[config.mk]
export PLATFORM = sky130hd
export DESIGN_NAME = mul_issue_ctrl
export DESIGN_NICKNAME = d
export VERILOG_FILES = /design/src/rtl/mul_ctrl_pkg.sv /design/src/rtl/mul_rsp_fifo.sv /design/src/rtl/mul_issue_ctrl.sv
export SDC_FILE = /design/constraint.sdc
export NUM_CORES = 1
export LEC_CHECK = 0
export CELL_PAD_IN_SITES_DETAIL_PLACEMENT = 0
export CELL_PAD_IN_SITES_GLOBAL_PLACEMENT = 1
export CORE_UTILIZATION = 39
export CTS_CLUSTER_SIZE = 12
export DETAILED_ROUTE_END_ITERATION = 7
export GPL_TIMING_DRIVEN = 0
export PLACE_DENSITY_LB_ADDON = 0.1
export SYNTH_ARGS = -nofsm -noshare
export SYNTH_HDL_FRONTEND = slang
export SYNTH_HIERARCHICAL = 1
export SYNTH_SLANG_ARGS = --single-unit
[constraint.sdc]
create_clock -name clk -period 4.6 [get_ports clk]
set_clock_uncertainty 0.1 [all_clocks]
set_input_delay 0.69 -clock clk [delete_from_list [all_inputs] [get_ports clk]]
set_output_delay 0.69 -clock clk [all_outputs]
set_load 0.02 [all_outputs]
[src/rtl/mul_ctrl_pkg.sv]
// Shared types and constants for the multiplier issue controller.
// Tags are carried at TAG_MAX_W bits; the controller's TAG_W may not exceed it.
package mul_ctrl_pkg;

    localparam int MUL_W     = 32;
    localparam int PROD_W    = 64;
    localparam int TAG_MAX_W = 4;

    typedef struct packed {
        logic                 valid;
        logic                 id;
        logic [TAG_MAX_W-1:0] tag;
        logic                 neg;
    } shadow_t;

    typedef struct packed {
        logic [PROD_W-1:0]    prod;
        logic                 id;
        logic [TAG_MAX_W-1:0] tag;
    } rsp_entry_t;

    // 0x80000000 maps to itself, which is the correct unsigned magnitude.
    function automatic logic [MUL_W-1:0] magnitude(input logic [MUL_W-1:0] v);
        return v[MUL_W-1] ? (~v + MUL_W'(1)) : v;
    endfunction

endpackage

[src/rtl/mul_rsp_fifo.sv]
// Response FIFO: storage array plus a registered head stage (first-word-fall-through).
// count covers the storage and the head register, so it is the full occupancy.
module mul_rsp_fifo
    import mul_ctrl_pkg::*;
#(
    parameter int DEPTH = 4
) (
    input  logic                     clk,
    input  logic                     rst,
    input  logic                     push,
    input  rsp_entry_t               push_data,
    input  logic                     pop,
    output logic                     head_valid,
    output rsp_entry_t               head,
    output logic [$clog2(DEPTH):0]   count
);

    localparam int AW = $clog2(DEPTH);

    rsp_entry_t    mem [DEPTH];
    logic [AW:0]   wr_ptr;
    logic [AW:0]   rd_ptr;
    logic [AW:0]   mem_count;
    logic          mem_empty;
    logic          full;
    logic          pop_out;
    logic          load_out;
    logic          wr_en;

    assign mem_count = wr_ptr - rd_ptr;
    assign mem_empty = (wr_ptr == rd_ptr);
    assign full      = (wr_ptr[AW] != rd_ptr[AW]) && (wr_ptr[AW-1:0] == rd_ptr[AW-1:0]);
    assign pop_out   = head_valid & pop;
    assign load_out  = (~head_valid | pop_out) & ~mem_empty;
    assign wr_en     = push & ~full;
    assign count     = mem_count + (AW+1)'(head_valid);

    always_ff @(posedge clk) begin
        if (wr_en) begin
            mem[wr_ptr[AW-1:0]] <= push_data;
        end
    end

    always_ff @(posedge clk) begin
        if (rst) begin
            wr_ptr     <= '0;
            rd_ptr     <= '0;
            head_valid <= 1'b0;
            head       <= '0;
        end else begin
            if (wr_en) begin
                wr_ptr <= wr_ptr + (AW+1)'(1);
            end
            if (load_out) begin
                rd_ptr     <= rd_ptr + (AW+1)'(1);
                head       <= mem[rd_ptr[AW-1:0]];
                head_valid <= 1'b1;
            end else if (pop_out) begin
                head_valid <= 1'b0;
            end
        end
    end

endmodule

[src/rtl/mul_issue_ctrl.sv]
// Round-robin issue controller for the shared pipelined multiplier with credit-based admission.
// Optional signed operation is enabled by defining MUL_CTRL_SIGNED_EN.
module mul_issue_ctrl
    import mul_ctrl_pkg::*;
#(
    parameter int LATENCY    = 10,
    parameter int FIFO_DEPTH = 4,
    parameter int TAG_W      = 4
) (
    input  logic              clk,
    input  logic              rst,
    input  logic              req0_valid,
    output logic              req0_ready,
    input  logic [MUL_W-1:0]  req0_a,
    input  logic [MUL_W-1:0]  req0_b,
    input  logic [TAG_W-1:0]  req0_tag,
    input  logic              req1_valid,
    output logic              req1_ready,
    input  logic [MUL_W-1:0]  req1_a,
    input  logic [MUL_W-1:0]  req1_b,
    input  logic [TAG_W-1:0]  req1_tag,
`ifdef MUL_CTRL_SIGNED_EN
    input  logic              req0_signed,
    input  logic              req1_signed,
`endif
    output logic [MUL_W-1:0]  mul_a,
    output logic [MUL_W-1:0]  mul_b,
    input  logic [PROD_W-1:0] mul_out,
    output logic              rsp_valid,
    input  logic              rsp_ready,
    output logic [PROD_W-1:0] rsp_prod,
    output logic              rsp_id,
    output logic [TAG_W-1:0]  rsp_tag,
    output logic              busy
);

    localparam int CW = $clog2(FIFO_DEPTH) + 1;

    shadow_t          shadow [LATENCY];
    logic [CW-1:0]    fifo_count;
    logic [CW-1:0]    inflight_count;
    logic [CW:0]      outstanding;
    logic             rr_ptr;
    logic             credit_ok;
    logic             grant0;
    logic             grant1;
    logic             accept;
    logic             accept_id;
    logic             capture;
    logic [MUL_W-1:0] sel_a;
    logic [MUL_W-1:0] sel_b;
    logic [TAG_MAX_W-1:0] sel_tag;
    logic             sel_neg;
    rsp_entry_t       push_data;
    rsp_entry_t       head;

    // Everything admitted but not yet popped holds a credit.
    assign outstanding = {1'b0, fifo_count} + {1'b0, inflight_count};
    assign credit_ok   = outstanding < (CW+1)'(FIFO_DEPTH);

    assign grant0     = req0_valid & (~req1_valid | ~rr_ptr);
    assign grant1     = req1_valid & (~req0_valid | rr_ptr);
    assign req0_ready = ~rst & credit_ok & grant0;
    assign req1_ready = ~rst & credit_ok & grant1;
    assign accept_id  = req1_valid & req1_ready;
    assign accept     = (req0_valid & req0_ready) | accept_id;

    always_comb begin
        sel_a   = accept_id ? req1_a : req0_a;
        sel_b   = accept_id ? req1_b : req0_b;
        sel_tag = accept_id ? TAG_MAX_W'(req1_tag) : TAG_MAX_W'(req0_tag);
        sel_neg = 1'b0;
`ifdef MUL_CTRL_SIGNED_EN
        if (accept_id ? req1_signed : req0_signed) begin
            sel_neg = sel_a[MUL_W-1] ^ sel_b[MUL_W-1];
            sel_a   = magnitude(sel_a);
            sel_b   = magnitude(sel_b);
        end
`endif
    end

    assign capture = shadow[LATENCY-1].valid;

    always_ff @(posedge clk) begin
        if (rst) begin
            mul_a          <= '0;
            mul_b          <= '0;
            rr_ptr         <= 1'b0;
            inflight_count <= '0;
            for (int i = 0; i < LATENCY; i++) begin
                shadow[i] <= '0;
            end
        end else begin
            if (accept) begin
                mul_a  <= sel_a;
                mul_b  <= sel_b;
                rr_ptr <= ~accept_id;
            end
            shadow[0] <= '{valid: accept, id: accept_id, tag: sel_tag, neg: sel_neg};
            for (int i = 1; i < LATENCY; i++) begin
                shadow[i] <= shadow[i-1];
            end
            case ({accept, capture})
                2'b10:   inflight_count <= inflight_count + CW'(1);
                2'b01:   inflight_count <= inflight_count - CW'(1);
                default: inflight_count <= inflight_count;
            endcase
        end
    end

    assign push_data = '{
        prod: shadow[LATENCY-1].neg ? (~mul_out + PROD_W'(1)) : mul_out,
        id:   shadow[LATENCY-1].id,
        tag:  shadow[LATENCY-1].tag
    };

    mul_rsp_fifo #(
        .DEPTH (FIFO_DEPTH)
    ) u_rsp_fifo (
        .clk        (clk),
        .rst        (rst),
        .push       (capture),
        .push_data  (push_data),
        .pop        (rsp_ready),
        .head_valid (rsp_valid),
        .head       (head),
        .count      (fifo_count)
    );

    assign rsp_prod = head.prod;
    assign rsp_id   = head.id;
    assign rsp_tag  = head.tag[TAG_W-1:0];
    assign busy     = (inflight_count != '0) | (fifo_count != '0);

endmodule

Wire density map:
(1.5 px per um) The die is cut into 22 by 22 equal tiles; dark blue is low, red is high, scaled to the fullest tile. Values are wire area over tile area, all layers added.
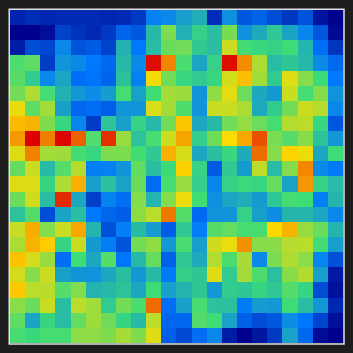
emptiest ninth of the die = north-west
mean over tiles = 0.17
nearly empty tiles = 1.0%
routed len/inst: 22.3 um
Total Wirelength: 52200 um

The metal 2 layer:
(2 px per um)
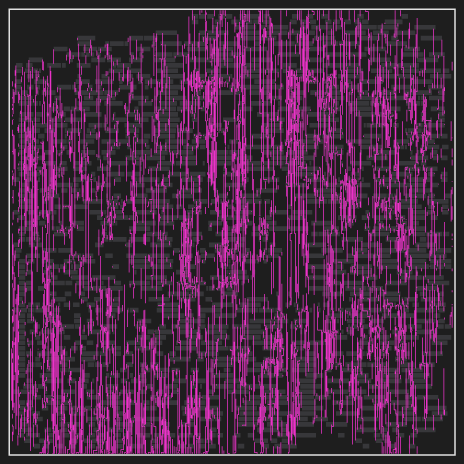
wire length on this layer = 26.7 mm
nets with wire on the layer = 1653
share of all routed wire = 51%
main direction = vertical
M2 GR Usage: 37.4%
Vias: 12.5k

Ports around the boundary:
(2 px per um) Pins as bars across the die edge, other pins in gray.
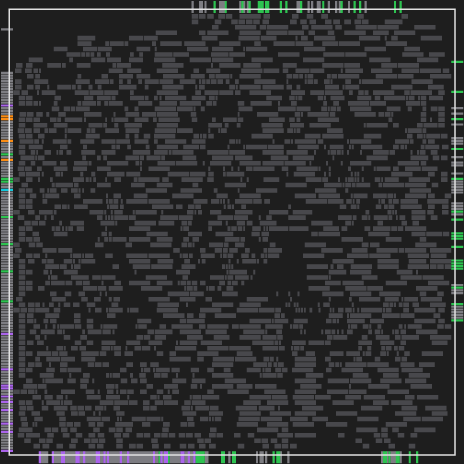
green -> mul_out  # pins 64, direction input, edge 21 south, 18 east, 18 north, 7 west
orange -> req1_tag  # pins 4, direction input, edge west
cyan -> req0_valid  # pins 1, direction input, edge west
purple -> mul_a  # pins 32, direction output, edge 21 south, 11 west
Port Buffers: 340
Die Ht: 222 um
overall die width: 222 um

==> run summary <==
Yosys Instances -> 1283
status -> complete, no violations
CP bufs+invs -> 6
area leader, netlist -> edfxtp_1
Place WS -> -1020 ps
crit start category -> flip-flop
DR DRC count -> 0
Synth Cell Area -> 18900 sq um
Chip Area -> 49400 sq um
critical path depth -> 13
Inserted Clock Buffers -> 50
clk sinks -> 480
endpoints failing setup -> 0
# rows -> 80
CP endpoint -> req0_ready
antenna-violating nets left -> 0
Layout Utilization -> 52.1%
CTS clock-pin slew for the worst setup and hold paths -> 60 ps
Final clock-cell share -> 6.18%
period utilisation layout -> 97.7%
EDFF count, synth -> 276
Worst path max stage delay -> 530 ps
Syn Nets -> 1501
Least-Margin Pin Slew -> 1310 ps
HP Start -> shadow[0][17]$_SDFF_PP0_
Antenna diodes -> 1
Seq cells -> 480
post-synthesis async set-or-reset flop share -> 0%
final number of hold-violating endpoints -> 0
initial antenna violation count -> 7
Syn Area/Cell -> 14.7 sq um
OpenROAD warnings -> 30
setup ws final -> 106 ps
share of layout cells above drive strength 1 -> 13.5%
critical path startpoint -> u_rsp_fifo/rd_ptr[1]$_SDFFE_PP0P_
Hold Path Stages -> 1
hold crit path type -> reg2reg
YS chip area -> 18900 sq um
crit path time final -> 4490 ps
Unique cell types -> 43
PD cells -> 446 nW/um^2
Hold Slack -> 333 ps
sequential cell area share -> 49.8%
setup TNS -> 0 ps
Reg2Reg Setup Slack -> 220 ps
power by group through the flow:
stage | clock network, mW | logic (mW) | registers [mW]
5_1_grt | 4.10 | 2.49 | 4.96
3_3_place_gp | 0 | 2.31 | 5.02
6_report | 3.83 | 2.31 | 4.93
2_1_floorplan | 0 | 1.05 | 5.22
4_1_cts | 3.96 | 2.34 | 4.94
3_5_place_dp | 0 | 2.32 | 5.02
layout by cell type, fill, tap and decap left out, types with 20 or more instances in the layout:
cell / synthesis / final
o311ai_0: 56 / 56
mux4_2: 69 / 69
clkbuf_16: 0 / 51
buf_2: 21 / 20
clkdlybuf4s50_1: 0 / 338
nor2b_1: 60 / 60
o2111ai_1: 71 / 71
nor2_1: 74 / 74
a211oi_1: 24 / 24
nand4_1: 69 / 69
a211oi_2: 40 / 40
dfxtp_1: 204 / 202
mux2i_1: 64 / 64
edfxtp_1: 276 / 276
clkbuf_1: 90 / 112
inv_1: 81 / 80
flip-flops by register name, summed over array words and instances, names as in the netlist:
name,flops
u_rsp_fifo/head,69
shadow,60
rr_ptr,1
mul_a,32
u_rsp_fifo/wr_ptr,3
u_rsp_fifo/rd_ptr,3
u_rsp_fifo/mem,276
u_rsp_fifo/head_valid,1
mul_b,32
inflight_count,3
cells by family after synthesis:
logic type	Yosys count	share of synthesized area (%)
xor gates and xnor gates	6	0.278
muxes	140	12.0
and+or+nand+nor	223	6.38
adders and majority gates	13	0.940
buffers and inverters	203	4.35
AOI/OAI and AO/OA	218	10.6
DFF	480	65.4
layer usage:
layer	share of wire, %	track usage, %
met1	40	25.2
met2	51	37.4
met3	6.9	6.20
met4	1.8	5.40
met5	0.15	0
Power figures rest on the tool's default switching activity, not on a simulated workload.
